--- config.mk ---
export PLATFORM = sky130hd
export DESIGN_NAME = mem_arbiter
export DESIGN_NICKNAME = d
export VERILOG_FILES = /design/src/rtl/mem_arbiter.sv
export SDC_FILE = /design/constraint.sdc
export NUM_CORES = 1
export LEC_CHECK = 0
export CAP_MARGIN = 15
export CORE_AREA = 5 5 101 103
export DETAILED_ROUTE_END_ITERATION = 6
export DIE_AREA = 0 0 106 108
export PLACE_DENSITY = 0.68
export SLEW_MARGIN = 20
export SYNTH_ARGS = -nofsm -noshare
export SYNTH_HDL_FRONTEND = slang
export SYNTH_SLANG_ARGS = --single-unit
--- constraint.sdc ---
create_clock -name clock -period 1.1 [get_ports clock]
set_input_delay 0.11 -clock clock [delete_from_list [all_inputs] [get_ports clock]]
set_output_delay 0.11 -clock clock [all_outputs]
set_load 0.1 [all_outputs]
--- src/rtl/mem_arbiter.sv ---
// Two-port memory arbiter in front of a single synchronous RAM port.
//
// Each access takes two cycles: the ISSUE cycle drives the RAM port from the winning
// requester, and the RESP cycle pulses that requester's ack and returns the RAM read data.
// In RESP, a pending request on the other port is handed straight to ISSUE, so two
// continuously requesting ports alternate with one access every two cycles.
//
// Parameters:
//   ADDR_W      address width of both requester ports and the memory port
//   DATA_W      width of the write, read and memory data buses
//   FIXED_PRIO  0: round-robin on ties; 1: port 0 wins ties in IDLE
//
// Ports:
//   clock, resetn             clock; asynchronous active-low reset
//   req0/we0/addr0/wdata0     requester 0 request, held until ack0 is sampled high
//   ack0                      requester 0 one-cycle completion pulse
//   req1/we1/addr1/wdata1     requester 1 request, held until ack1 is sampled high
//   ack1                      requester 1 one-cycle completion pulse
//   rdata                     read return, valid only while ack0 or ack1 is high
//   mem_en/mem_we/mem_addr/mem_wdata  RAM command, non-zero only in ISSUE
//   mem_rdata                 RAM read data, valid the cycle after mem_en
//   busy                      high whenever the arbiter is not idle
module mem_arbiter #(
  parameter int unsigned ADDR_W     = 32,
  parameter int unsigned DATA_W     = 32,
  parameter int unsigned FIXED_PRIO = 0
) (
  input  logic              clock,
  input  logic              resetn,

  input  logic              req0,
  input  logic              we0,
  input  logic [ADDR_W-1:0] addr0,
  input  logic [DATA_W-1:0] wdata0,
  output logic              ack0,

  input  logic              req1,
  input  logic              we1,
  input  logic [ADDR_W-1:0] addr1,
  input  logic [DATA_W-1:0] wdata1,
  output logic              ack1,

  output logic [DATA_W-1:0] rdata,

  output logic              mem_en,
  output logic              mem_we,
  output logic [ADDR_W-1:0] mem_addr,
  output logic [DATA_W-1:0] mem_wdata,
  input  logic [DATA_W-1:0] mem_rdata,

  output logic              busy
);

  typedef enum logic [1:0] {StIdle, StIssue, StResp} state_e;

  state_e state_q, state_d;
  logic   owner_q, owner_d;
  logic   last_owner_q, last_owner_d;
  logic   winner;

  // State register. last_owner resets to 1 so port 0 wins the first tie.
  always_ff @(posedge clock or negedge resetn) begin
    if (!resetn) begin
      state_q      <= StIdle;
      owner_q      <= 1'b0;
      last_owner_q <= 1'b1;
    end else begin
      state_q      <= state_d;
      owner_q      <= owner_d;
      last_owner_q <= last_owner_d;
    end
  end

  // Winner for arbitration out of IDLE. Only consulted when at least one req is high.
  always_comb begin
    winner = 1'b0;
    if (FIXED_PRIO != 0) begin
      winner = !req0;
    end else if (req0 && req1) begin
      winner = !last_owner_q;
    end else begin
      winner = req1;
    end
  end

  // Next-state logic.
  always_comb begin
    state_d      = state_q;
    owner_d      = owner_q;
    last_owner_d = last_owner_q;
    unique case (state_q)
      StIdle: begin
        if (req0 || req1) begin
          owner_d = winner;
          state_d = StIssue;
        end
      end
      StIssue: begin
        state_d = StResp;
      end
      StResp: begin
        last_owner_d = owner_q;
        // The owner's own req is ignored here; only the other port can chain directly.
        if (owner_q ? req0 : req1) begin
          owner_d = !owner_q;
          state_d = StIssue;
        end else begin
          state_d = StIdle;
        end
      end
      default: begin
        state_d = StIdle;
      end
    endcase
  end

  // Outputs. ack0/ack1/mem_en come from registers only; the RAM command fields mux the
  // owner's held request inputs.
  always_comb begin
    ack0      = 1'b0;
    ack1      = 1'b0;
    rdata     = '0;
    mem_en    = 1'b0;
    mem_we    = 1'b0;
    mem_addr  = '0;
    mem_wdata = '0;
    busy      = (state_q != StIdle);
    unique case (state_q)
      StIssue: begin
        mem_en    = 1'b1;
        mem_we    = owner_q ? we1    : we0;
        mem_addr  = owner_q ? addr1  : addr0;
        mem_wdata = owner_q ? wdata1 : wdata0;
      end
      StResp: begin
        ack0  = !owner_q;
        ack1  = owner_q;
        rdata = mem_rdata;
      end
      default: begin
      end
    endcase
  end

endmodule

==> run notes, run 1 <==
Physical implementation.

- The run finished, with violations left.
- The checks that failed: setup timing.
- The internal power component is 0.0104 W.
- The layer with the highest usage is met2.
- In the detailed route, the total length drawn on met2 is 6800 µm.
- The end-of-flow timing check tallies setup violations at 104.
- The initial antenna violation count is 0.
- The number of buffers created by CTS is 3.
- The post-layout net count is 669.
- The first detailed-routing pass took 4 iterations.
- The synthesis warning total is 0.
- The share of layout cells above drive strength 1 is 64.7%.
- The count of different cell masters after synthesis is 20.
- TritonCTS built the clock tree.
- When the netlist entered floorplanning its net count stood at 368.
- The stage logs contain a warning count of 29.
- The via count of the first global-routing pass came to 2,936.
- On met2, the global router reports a usage of 35.9%.
- The iteration-0 DRC count of the detailed router is 67.
- The power density over the cells is 3520 nW/µm².
- Per the layout area report, the register area comes to 106 µm².
- After detailed routing, the total wire length is 12,200 µm.
- The kind of launch point of the worst setup path is a register.
- In this build the clock could be raised as far as 608 MHz.
- VDD sags by at most 2.23 mV.
- The final HPWL from detailed placement is 9390 µm.
- The synthesized-area fraction occupied by ao, oa, aoi and oai cells is 1.57%.
- A synthesized cell averages 7.10 µm².
- The setup check on the worst reg-to-reg path leaves a slack of -0.31 ns.
- The global-route usage over all layers is 18.1%.
- The later-pin clock latency in the skew report is 0.22 ns.
- The detailed-routed wire length on met3 is 1150 µm.
- The number of nets still failing antenna checks after routing is 0.
- The multi-input combinational cells in the finished layout cover a total of 2140 µm².
- In this run the critical path is formed by inv_2 > buf_6 > nand2_8 > buf_12 > buf_12 > nor2_4 > buf_12.
- The number of diodes added for antenna fixing is 0.
- The final standard cell utilization of the core is 75.9%.
- Post-synthesis, Yosys gives the total cell area as 1430 µm².
- Sequential cells were found to cover 7.07% of the synthesized design area.
- The design draws 0.0243 W.
- The portion of synthesized cell area occupied by the leading cell type is 45.4%.
- The critical path endpoint has a required time of 0.99 ns.
- The worst relative slew slack is 82.7%.
- Per the Yosys statistics, synthesis produced 202 cells.
- In the layout the commonest cells are sky130_fd_sc_hd__clkdlybuf4s50_1 (165), sky130_fd_sc_hd__buf_12 (115), sky130_fd_sc_hd__nor2_4 (66).
- The largest combinational cell category by area is multiplexers.
- The worst hold path class is in2async.
- The commonest cells after synthesis are sky130_fd_sc_hd__nor2_1 (66), sky130_fd_sc_hd__mux2i_1 (65), sky130_fd_sc_hd__and2_1 (33), sky130_fd_sc_hd__buf_2 (5), sky130_fd_sc_hd__buf_6 (5).
- The post-route met1 wirelength is 4030 µm.
- The met3 track demand over resource in global routing is 6.15%.
- The worst-case reg-to-reg path depth is 7.
- The count of buffering cells on the critical path with inverters included is 5.
- By instance count, the leading cell after synthesis is sky130_fd_sc_hd__nor2_1.
- The number of DRC violations after detailed routing is 0.
- The cell family contributing the most delay on the critical path is buffers and inverters.
- The number of instances in the synthesized netlist is 202.
- Looking at the cell usage after synthesis, the top flip-flop cell is sky130_fd_sc_hd__dfrtp_1.
- In this run the full chip footprint comes out at 11,400 µm².
- The number of enable-type register cells in the synthesized netlist is 0.
- The die is 106 µm wide.
- The highest-count logic cell in the final layout is sky130_fd_sc_hd__clkdlybuf4s50_1.
- The max-slew violation count is 0.
- The switching portion of total power is 57.2%.
- The number of filler cells placed in the layout is 564.
- The routed length per placed instance is 19.8 µm.
- The depth of the CTS H-tree is 1.
- For reference, the clock transition at the flip-flops on the worst setup and hold paths is 0.03 ns.
- Setup slack on the critical path of the routed design comes to -0.544 ns.
- The mean number of vias per cell is 4.41.
- By instance count, the cell type seen most on the critical path is sky130_fd_sc_hd__buf_12.
- The number of primary I/O pins is 267.
- met1 track demand over resource after global routing is 18.1%.
- The data arrival time of the critical path is 1.53 ns.
- Routed signal wires occupy layers up through met4.
- In this run, placement finished with an instance count of 582.
- The power drawn by the sequential cells is 0.000358 W.
- The synthesis stat section lists a flop and latch total of 4.
- The post-synthesis mux area share is 46.2%.
- The post-synthesis instance area is 1430 µm².
run 1: path summary, 6_finish.rpt:
check / start / endpoint
max reg2reg: state_q[1] / last_owner_q
min in group clock: req1 / owner_q
min reg2reg: last_owner_q / last_owner_q
min: resetn / state_q[1]
max: state_q[1] / mem_addr[13]
max in group asynchronous: resetn / last_owner_q
run 1: flip-flops by register name, indices dropped and copies added (netlist names):
| register | cells |
|---|---|
| last_owner_q | 1 |
| state_q | 2 |
| owner_q | 1 |
run 1: cell type report:
class                   instances  area share [%]
clock buffers                   4           0.651
well taps                     111            2.01
flip-flops and latches          4            1.54
inverters                       3           0.217
repair buffers                314            64.6
multi-input cells             177            30.9
Figure 1. Power grid (run 1).
Pins as bars on the die edge. Tap cells in grey.
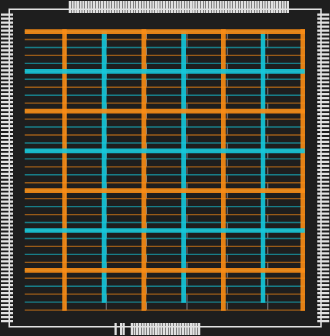
Key: VDD = cyan; VSS = orange
The core has 35 rows. 111 tap cells. 267 signal pins sit on the boundary. 7 straps on met5. 36 met1 rails follow the rows.

Figure 2. Cells coloured by class (run 1).
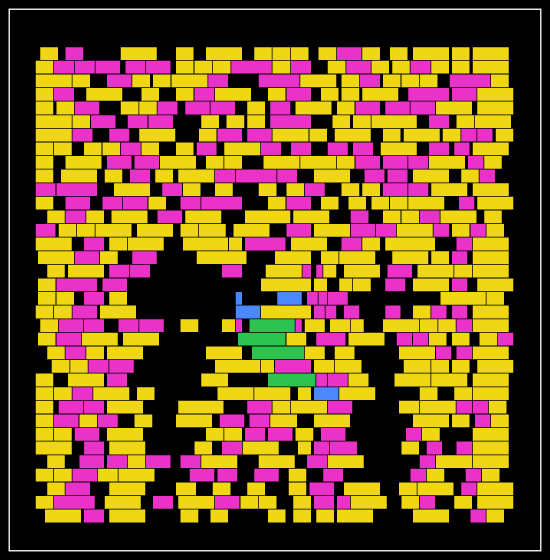
Key: clock drivers and dummy loads = blue [cells 4]; other buffers and delay cells = yellow [cells 314]; all other logic = magenta [cells 180]; flip-flops = green [cells 4]

Figure 3. Clock network drawn from the DEF (run 1).
Scale bar: 20 µm.
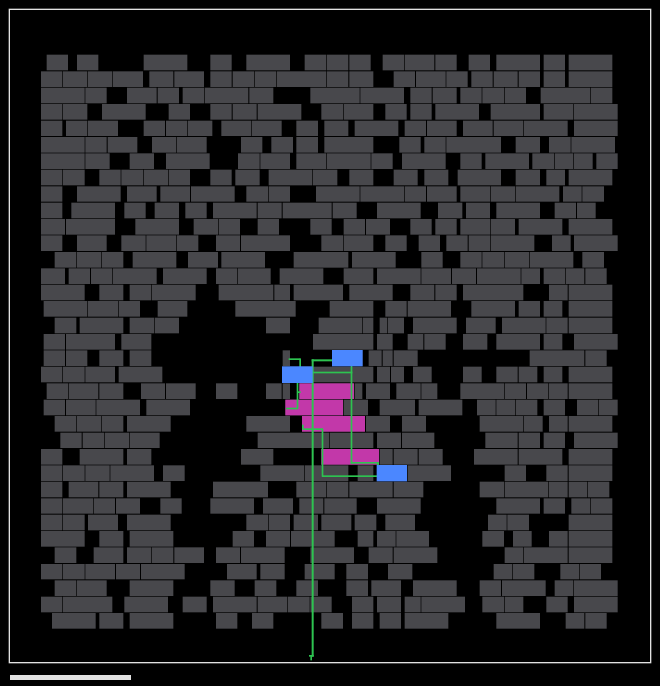
Key: flip-flops = magenta [count 4]; clock wires = green [length 127 µm]; cells driving clock nets = blue [count 3]
There are 4 routed clock nets.

==> run 2: changes to the inputs <==
- CORE_AREA: 5 5 101 103 -> 2 2 104 106
- PLACE_DENSITY: 0.68 -> not set
==> run 2 against run 1 <==
The flow still finishes with violations (setup timing). Power shrank 7.0%. Synthesized area is the same. Sequential share of layout area grew 0.075 points. Combinational power shrank 7%. Non-clock buffer count shrank 18. First-iteration DRC count shrank 22%. Global-route usage shrank 1.2 points. Sequential power grew 8.9%. Critical path depth shrank 3. Utilization shrank 11 points. Largest cell class unchanged. Routed wire length shrank 15%. Sequential cell count is the same.
==> run notes, run 2 <==
Physical implementation.

- The area occupied by multi-input gates was 2100 µm² (was 2140 µm²).
- The cell with the most instances after synthesis was sky130_fd_sc_hd__nor2_1 (unchanged).
- The initial antenna violation count is 0 (unchanged).
- Top cells by instance count after synthesis: sky130_fd_sc_hd__nor2_1 (66), sky130_fd_sc_hd__mux2i_1 (65), sky130_fd_sc_hd__and2_1 (33), sky130_fd_sc_hd__buf_2 (5), sky130_fd_sc_hd__buf_6 (5) (unchanged).
- The mean number of vias per cell is 4.16 (was 4.41).
- The critical path startpoint is owner_q (was state_q[1]).
- The register with the most flip-flops is state_q (unchanged).
- The width of the chip is 106 µm (unchanged).
- Chain of cells forming the critical path: buf_12 > mux2i_1 > nor2_4 > buf_12 (was inv_2 > buf_6 > nand2_8 > buf_12 > buf_12 > nor2_4 > buf_12).
- The family of cells with the greatest summed delay on the critical path is flip-flops (was buffers and inverters).
- The largest combinational cell category by area is multiplexers (unchanged).
- Most numerous logic cells after layout: sky130_fd_sc_hd__clkdlybuf4s50_1 (165), sky130_fd_sc_hd__buf_12 (110), sky130_fd_sc_hd__nor2_4 (66) (was sky130_fd_sc_hd__clkdlybuf4s50_1 (165), sky130_fd_sc_hd__buf_12 (115), sky130_fd_sc_hd__nor2_4 (66)).
- The synthesized-area fraction occupied by ao, oa, aoi and oai cells is 1.57% (unchanged).
- The number of buffers created by CTS came to 3 (unchanged).
- The register-to-register path setup slack is -0.29 ns (was -0.31 ns).
- The clock-pin transition on the worst setup and hold timing paths is 0.04 ns (was 0.03 ns).
- The number of nets still failing antenna checks after routing is 0 (unchanged).
- The area of all sequential standard cells came to 106 µm² (unchanged).
- The detailed-routing iteration count for the pre-antenna-repair pass came to 4 (unchanged).
- The via count of the first global-routing pass is 2,800 (was 2,936).
- The share of layout cells above drive strength 1 is 61.8% (was 64.7%).
- The area reported by Yosys stat is 1430 µm² (unchanged).
- The final HPWL from detailed placement is 8560 µm (was 9390 µm).
- The portion of synthesized cell area occupied by the leading cell type is 45.4% (unchanged).
- Largest registers: state_q (2), last_owner_q (1), owner_q (1) (unchanged).
- The synthesized area per cell came to 7.10 µm² (unchanged).
- The number of instances in the synthesized netlist is 202 (unchanged).
- The depth of the CTS H-tree is 1 (unchanged).
- The later-pin clock latency in the skew report came to 0.23 ns (was 0.22 ns).
- The number of diodes added for antenna fixing is 0 (unchanged).
- The number of DRC violations after detailed routing is 0 (unchanged).
- The number of filler cells placed in the layout was 776 (was 564).
- The detailed-routed wire length on met3 came to 1140 µm (was 1150 µm).
- The maximum vdd drop is 1.80 mV (was 2.23 mV).
- The cell count after placement is 604 (was 582).
- The final worst slack is -0.494 ns (was -0.544 ns).
- The CTS tree is done (unchanged).
- The origin of the critical flop-to-flop path was owner_q (was state_q[1]).
- The wire length reported by the detailed router was 10,400 µm (was 12,200 µm).
- The layer with the highest usage is met2 (unchanged).
- The internal power component is 0.00917 W (was 0.0104 W).
- The kind of launch point of the worst setup path is a register (unchanged).
- The OpenROAD warning count was 29 (unchanged).
- The number of primary I/O pins was 267 (unchanged).
- The final standard cell utilization of the core is 64.4% (was 75.9%).
- The number of setup violations in the final report is 104 (unchanged).
- The power density over the cells is 3430 nW/µm² (was 3520 nW/µm²).
- Run status: finished, violations left (unchanged).
- The count of buffering cells on the critical path with inverters included came to 2 (was 5).
- The count of different cell masters after synthesis is 20 (unchanged).
- The cell with the most instances on the worst path is sky130_fd_sc_hd__buf_12 (unchanged).
- The worst relative slew slack is 82.1% (was 82.7%).
- Failing checks: setup timing (unchanged).
==> run 2: worst register-to-register path, delay by kind of cell (launching register included) <==
family	cells	cell delay (ns)
compound gates	2	0.31
buf+inv	2	0.33
flops	1	0.52
simple gates	1	0.14
==> run 2: power groups by stage <==
stage                     combinational (W)  sequential, W  clock, W
after floorplan                      0.0135       0.000316         0
after global placement               0.0202       0.000381         0
after detailed placement             0.0203       0.000388         0
after CTS                            0.0212       0.000392  0.000350
after global routing                 0.0225       0.000405  0.000355
final                                0.0219       0.000390  0.000339
==> run 2: cell type report <==
type / count / share of cell area, %
Multi-Input combinational cell: 177 / 31.8
Sequential cell: 4 / 1.61
Inverter: 3 / 0.266
Clock buffer: 4 / 0.683
Timing Repair Buffer: 296 / 63.1
Tap cell: 136 / 2.58
Figure 4. Clock network drawn from the DEF (run 2).
Scale bar: 20 µm.
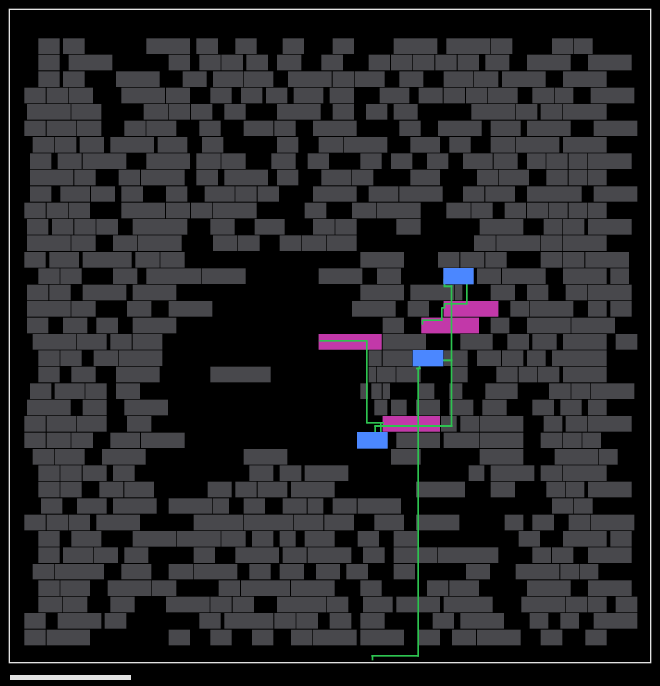
Key: clock wires = green [length 146 µm]; cells driving clock nets = blue [count 3]; flip-flops = magenta [count 4]
There are 4 routed clock nets.

Power figures rest on the tool's default switching activity, not on a simulated workload.
